Where the registers sit:
Scale: 4 px per um. Other sequential cells in the stronger grey, the rest of the logic in the fainter grey.
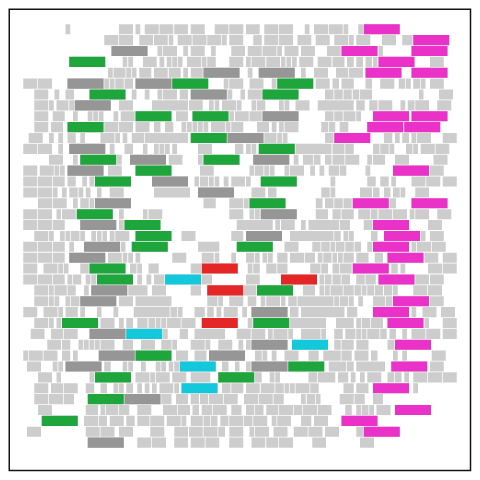
Placement density heat map:
Scale: 3 px per um. 11 x 11 tiles, from white (low) to dark blue (high), 0 to 100% covered.
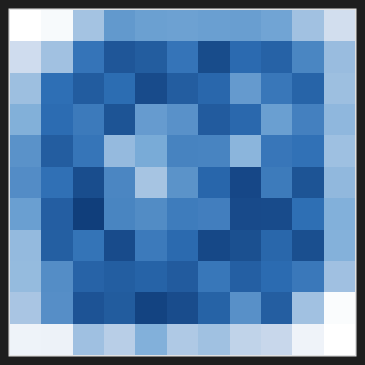
Routed metal, one colour a layer:
Scale: 4 px per um.
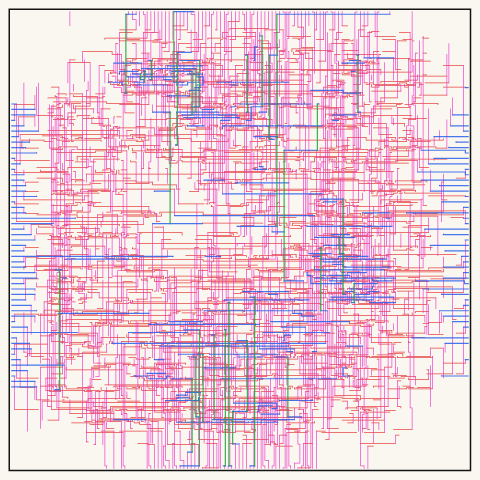
<file path="src/rtl/trap_ctrl.sv">
// trap_ctrl: machine-mode trap sequencer.
//
// Sits between the CSR block's interrupt gating and its trap CSR channel. It accepts one of
// three kinds of event while idle:
//   * an ex-stage exception (illegal, ebreak, ecall),
//   * mret,
//   * a masked interrupt request.
// For the accepted event it stalls the core, walks the machine-mode CSR save or restore
// sequence one CSR per cycle, and then pulses a single-cycle fetch redirect.
//
// Ports:
//   clk, rst_n            core clock, asynchronous active-low reset
//   hx_valid              an instruction retires this cycle (interrupt acceptance point)
//   inst_pc_i, next_pc_i  PC of the ex instruction / PC of the next instruction
//   inst_i                ex instruction word (mtval for illegal instructions)
//   ecall_i .. mret_i     ex-stage decode flags
//   *_trap_valid_i        masked interrupt requests (external, timer, software)
//   mstatus_MIE3_i        global interrupt enable
//   trap_csr_*            trap CSR channel (we/addr/wdata out, combinational rdata in)
//   trap_stall_o          hold the pipeline and suppress idex CSR writes
//   trap_jump_o           one-cycle fetch redirect strobe
//   trap_jump_addr_o      redirect target; holds its last value between jumps

`ifndef CSR_MSTATUS
`define CSR_MSTATUS 12'h300
`endif
`ifndef CSR_MTVEC
`define CSR_MTVEC 12'h305
`endif
`ifndef CSR_MEPC
`define CSR_MEPC 12'h341
`endif
`ifndef CSR_MCAUSE
`define CSR_MCAUSE 12'h342
`endif
`ifndef CSR_MTVAL
`define CSR_MTVAL 12'h343
`endif

module trap_ctrl #(
  parameter int unsigned XLEN        = 32,
  parameter bit          VECTORED_EN = 1'b1
) (
  input  logic            clk,
  input  logic            rst_n,
  input  logic            hx_valid,
  input  logic [XLEN-1:0] inst_pc_i,
  input  logic [XLEN-1:0] next_pc_i,
  input  logic [XLEN-1:0] inst_i,
  input  logic            ecall_i,
  input  logic            ebreak_i,
  input  logic            illegal_i,
  input  logic            mret_i,
  input  logic            ex_trap_valid_i,
  input  logic            tcmp_trap_valid_i,
  input  logic            soft_trap_valid_i,
  input  logic            mstatus_MIE3_i,
  output logic            trap_csr_we_o,
  output logic [11:0]     trap_csr_addr_o,
  output logic [XLEN-1:0] trap_csr_wdata_o,
  input  logic [XLEN-1:0] trap_csr_rdata_i,
  output logic            trap_stall_o,
  output logic            trap_jump_o,
  output logic [XLEN-1:0] trap_jump_addr_o
);

  localparam logic [XLEN-1:0] CauseIllegal = XLEN'(2);
  localparam logic [XLEN-1:0] CauseEbreak  = XLEN'(3);
  localparam logic [XLEN-1:0] CauseEcall   = XLEN'(11);
  localparam logic [XLEN-1:0] CauseExt     = {1'b1, {(XLEN-5){1'b0}}, 4'hB};
  localparam logic [XLEN-1:0] CauseSoft    = {1'b1, {(XLEN-5){1'b0}}, 4'h3};
  localparam logic [XLEN-1:0] CauseTimer   = {1'b1, {(XLEN-5){1'b0}}, 4'h7};

  typedef enum logic [3:0] {
    StIdle,
    StWMepc,
    StWMcause,
    StWMtval,
    StWMstatus,
    StRdMtvec,
    StRMstatus,
    StRdMepc,
    StJump
  } state_e;

  state_e          state_q;
  logic [XLEN-1:0] cause_q;
  logic [XLEN-1:0] epc_q;
  logic [XLEN-1:0] tval_q;
  logic [XLEN-1:0] target_q;

  logic            exc;
  logic            irq;
  logic            accept;
  logic [XLEN-1:0] exc_cause;
  logic [XLEN-1:0] exc_tval;
  logic [XLEN-1:0] irq_cause;
  logic [XLEN-1:0] mstatus_trap;
  logic [XLEN-1:0] mstatus_mret;
  logic [XLEN-1:0] vec_target;

  // Event detection and cause/tval selection.
  always_comb begin
    exc = ecall_i | ebreak_i | illegal_i;
    irq = hx_valid & mstatus_MIE3_i & (ex_trap_valid_i | soft_trap_valid_i | tcmp_trap_valid_i);
    // Gated by rst_n so that every output is low while reset is held.
    accept = rst_n & (state_q == StIdle) & (exc | mret_i | irq);

    if (illegal_i) begin
      exc_cause = CauseIllegal;
      exc_tval  = inst_i;
    end else if (ebreak_i) begin
      exc_cause = CauseEbreak;
      exc_tval  = inst_pc_i;
    end else begin
      exc_cause = CauseEcall;
      exc_tval  = '0;
    end

    if (ex_trap_valid_i) begin
      irq_cause = CauseExt;
    end else if (soft_trap_valid_i) begin
      irq_cause = CauseSoft;
    end else begin
      irq_cause = CauseTimer;
    end
  end

  // mstatus rewrites are computed from the same-cycle read data of the trap channel.
  always_comb begin
    mstatus_trap    = trap_csr_rdata_i;
    mstatus_trap[7] = trap_csr_rdata_i[3];
    mstatus_trap[3] = 1'b0;

    mstatus_mret    = trap_csr_rdata_i;
    mstatus_mret[3] = trap_csr_rdata_i[7];
    mstatus_mret[7] = 1'b1;

    vec_target = {trap_csr_rdata_i[XLEN-1:2], 2'b00};
    // Vectored mode only applies to interrupts; exceptions always land on the base.
    if (VECTORED_EN && (trap_csr_rdata_i[1:0] == 2'b01) && cause_q[XLEN-1]) begin
      vec_target = vec_target + {{(XLEN-7){1'b0}}, cause_q[4:0], 2'b00};
    end
  end

  // Sequencer state and latched trap context.
  always_ff @(posedge clk or negedge rst_n) begin
    if (!rst_n) begin
      state_q  <= StIdle;
      cause_q  <= '0;
      epc_q    <= '0;
      tval_q   <= '0;
      target_q <= '0;
    end else begin
      case (state_q)
        StIdle: begin
          if (exc) begin
            state_q <= StWMepc;
            cause_q <= exc_cause;
            epc_q   <= inst_pc_i;
            tval_q  <= exc_tval;
          end else if (mret_i) begin
            state_q <= StRMstatus;
          end else if (irq) begin
            state_q <= StWMepc;
            cause_q <= irq_cause;
            epc_q   <= next_pc_i;
            tval_q  <= '0;
          end
        end
        StWMepc:    state_q <= StWMcause;
        StWMcause:  state_q <= StWMtval;
        StWMtval:   state_q <= StWMstatus;
        StWMstatus: state_q <= StRdMtvec;
        StRdMtvec: begin
          target_q <= vec_target;
          state_q  <= StJump;
        end
        StRMstatus: state_q <= StRdMepc;
        StRdMepc: begin
          target_q <= trap_csr_rdata_i & ~XLEN'(3);
          state_q  <= StJump;
        end
        StJump:     state_q <= StIdle;
        default:    state_q <= StIdle;
      endcase
    end
  end

  // Channel drive decoded from the current state.
  always_comb begin
    trap_csr_we_o    = 1'b0;
    trap_csr_addr_o  = '0;
    trap_csr_wdata_o = '0;
    trap_jump_o      = 1'b0;
    trap_stall_o     = accept | ((state_q != StIdle) && (state_q != StJump));
    case (state_q)
      StWMepc: begin
        trap_csr_we_o    = 1'b1;
        trap_csr_addr_o  = `CSR_MEPC;
        trap_csr_wdata_o = epc_q;
      end
      StWMcause: begin
        trap_csr_we_o    = 1'b1;
        trap_csr_addr_o  = `CSR_MCAUSE;
        trap_csr_wdata_o = cause_q;
      end
      StWMtval: begin
        trap_csr_we_o    = 1'b1;
        trap_csr_addr_o  = `CSR_MTVAL;
        trap_csr_wdata_o = tval_q;
      end
      StWMstatus: begin
        trap_csr_we_o    = 1'b1;
        trap_csr_addr_o  = `CSR_MSTATUS;
        trap_csr_wdata_o = mstatus_trap;
      end
      StRdMtvec: begin
        trap_csr_addr_o  = `CSR_MTVEC;
      end
      StRMstatus: begin
        trap_csr_we_o    = 1'b1;
        trap_csr_addr_o  = `CSR_MSTATUS;
        trap_csr_wdata_o = mstatus_mret;
      end
      StRdMepc: begin
        trap_csr_addr_o  = `CSR_MEPC;
      end
      StJump: begin
        trap_jump_o      = 1'b1;
      end
      default: ;
    endcase
  end

  assign trap_jump_addr_o = target_q;

endmodule

</file>
<file path="config.mk">
export PLATFORM = sky130hd
export DESIGN_NAME = trap_ctrl
export DESIGN_NICKNAME = d
export VERILOG_FILES = /design/src/rtl/trap_ctrl.sv
export SDC_FILE = /design/constraint.sdc
export NUM_CORES = 1
export LEC_CHECK = 0
export ABC_AREA = 0
export CORE_MARGIN = 3
export CORE_UTILIZATION = 48
export CTS_CLUSTER_SIZE = 30
export DETAILED_ROUTE_END_ITERATION = 8
export PLACE_DENSITY = 0.86
export SYNTH_ARGS = -nofsm -noshare
export SYNTH_HDL_FRONTEND = slang
export SYNTH_SLANG_ARGS = --single-unit
</file>
<file path="constraint.sdc">
create_clock -name clk -period 3.85 [get_ports clk]
set_input_delay 0.77 -clock clk [delete_from_list [all_inputs] [get_ports clk]]
set_output_delay 0.77 -clock clk [all_outputs]
set_load 0.02 [all_outputs]
</file>
==> run notes <==
Implementation progress

The total I/O pin count stands at about 220. TritonCTS built the clock tree. The share of cells above drive strength 1 stands at approximately 5.4%. The count of instances resized after the clock tree is built stands at 0. The half-perimeter wire length after detailed placement stands at 14.95 mm.

The synth_stat.txt file lists the number of cells as about 670. The number of buffers and inverters on the critical path is 3. In this run the static leakage power is 3.451 nW. The register area share after synthesis stands at between 40% and 50%. The setup slack at placement stands at 0.4184 ns.

In this run the worst setup path begins at state_q[2]. After detailed routing, the number of remaining DRC violations is 0. The sum of negative setup slack stands at 0 ns. The per-cell routed wire length stands at 19.95 um. The run finished with clean final reports. Per the synth log, the flip-flop and latch total comes to ~100. The maximum root-to-sink buffer count stands at 2.

The synthesized instance count stands at 670. The tally of max-capacitance violations stands at 0. Logic depth along the worst register-to-register path is recorded as 5. The mean cell area of the mapped netlist stands at 8.506 um2.

The non-filler instance count after layout stands at 1006. Setup repair after global routing left no endpoint under its margin. Buffers added to address setup during post-CTS repair amount to 0. Net switching is 41.76% of the power. The total stage count of the critical path stands at 6.

Counting flops with an async set or reset pin after synthesis yields a share of 100.0%. The final max-slew violation count stands at 0. The first-pass detailed-route iteration total stands at 7. The number of antenna violations at the first check in global routing was 0. The biggest slice of the total power is consumed by combinational cells. Among all flip-flop cells after synthesis, the most frequent one is dfrtp_1. In this run the critical register-to-register path is launched from state_q[0]. The final hold violation count recorded for this run is 0. Grouping stages by cell kind, the critical path spends the most delay in buffers and inverters. In this run, the number of DRC markers left after iteration 0 of detailed routing was 586.

After synthesis the cells add up to 0.005699 mm2. Clock skew on the completed layout was measured at 0.005960 ns. The first global-routing pass estimated about 31 mm of wire.

Per the STA report, the cell with the highest stage delay on the worst path is dfrtp_1. The peak fanout along the critical path stands at 13. The global router's overall resource usage stands at 30.05%. The instance count along the most critical hold path stands at 2. For this run, the script counts the antenna cells in the layout as 0. The hold-fix buffer count after cts stands at 0. For the worst reg-to-reg path, the endpoint reported by OpenROAD is epc_q[12]. The ratio of final minimum period to clock period stands at 95.53%.
About 'where the registers sit':
legend:
  cyan:
    netlist_name: `cause_q`
    flops: 5
    where: bottom middle
  green:
    netlist_name: `tval_q`
    flops: 32
  magenta:
    netlist_name: `trap_jump_addr_o`
    flops: 30
    where: a vertical strip on the right
  red:
    netlist_name: `state_q`
    flops: 4
    where: middle
final standard cell utilization of the core: 71.65%
reported sequential group power: 1.99 mW
Seq area share: 31.24%

About 'placement density heat map':
tiles over 75% full: 36%
nearly empty tiles: 1.7%
mean over tiles: 61%
fullest tile: 94%
standard cell core area: 0.01152 mm2
fp util: 49.49%

About 'routed metal, one colour a layer':
legend:
  red:
    layer: metal 1
    wire_length: 7860 um
  green:
    layer: metal 4
    wire_length: 637 um
  magenta:
    layer: metal 2
    wire_length: 9820 um
  blue:
    layer: metal 3
    wire_length: 1750 um
aggregate routed wire length: 20.07 mm
count of vias placed by the detailed router: 6134

[cells in the mapped netlist (10+ instances only)]
cell type	n	area share, %
a21oi_1	10	0.88
a221oi_1	32	4.9
a222oi_1	30	5.3
a31oi_1	32	3.5
buf_2	10	0.88
clkbuf_1	39	2.6
dfrtp_1	103	45
inv_1	31	2.0
nand2_1	103	6.8
nand3_1	12	1.1
nand4_1	16	1.8
nor2_1	114	7.5
o21ai_0	33	2.9
xor2_1	16	2.5
[flip-flops by register name, indices dropped and copies added (netlist names)]
| register | flops |
|---|---|
| cause_q | 5 |
| epc_q | 32 |
| state_q | 4 |
| trap_jump_addr_o | 30 |
| tval_q | 32 |
[logic make-up (layout without fill, tap and decap cells)]
family,Yosys count,after routing,share of synthesized area (%)
simple gates,290,290,22.90
mux,3,3,0.5269
flops,103,103,45.22
xor+xnor,20,20,3.073
fa+ha+maj,5,5,1.229
compound gates,158,158,20.24
other cells,1,8,0.06580
buf+inv,90,276,6.740
[stage by stage]
| stage | power, mW | cell area, um2 |
|---|---|---|
| 4_1_cts | 6.703 | 8252 |
| 3_5_place_dp | 5.639 | 7905 |
| 2_1_floorplan | 4.022 | 5725 |
| 5_1_grt | 7.117 | 8252 |
| 3_3_place_gp | 5.498 | 7905 |
| 6_report | 6.709 | 8252 |
[layer usage]
metal / global-route usage (%) / routed length [um] / part of all wire (%)
met3: 5.842 / 1753 / 8.7
met4: 11.50 / 636 / 3.2
met1: 38.37 / 7860 / 39
met5: 0 / 0 / 0
met2: 50.58 / 9818 / 49
[final cells by class]
class                           count  area [um2]  area share [%]
Multi-Input combinational cell    484        2793           33.84
Sequential cell                   103        2577           31.24
Clock buffer                       10       239.0           2.896
Inverter                           31       116.4           1.410
Timing Repair Buffer              229        2240           27.14
Tap cell                          143       178.9           2.168
Clock inverter                      6       107.6           1.304
Power figures rest on the tool's default switching activity, not on a simulated workload.
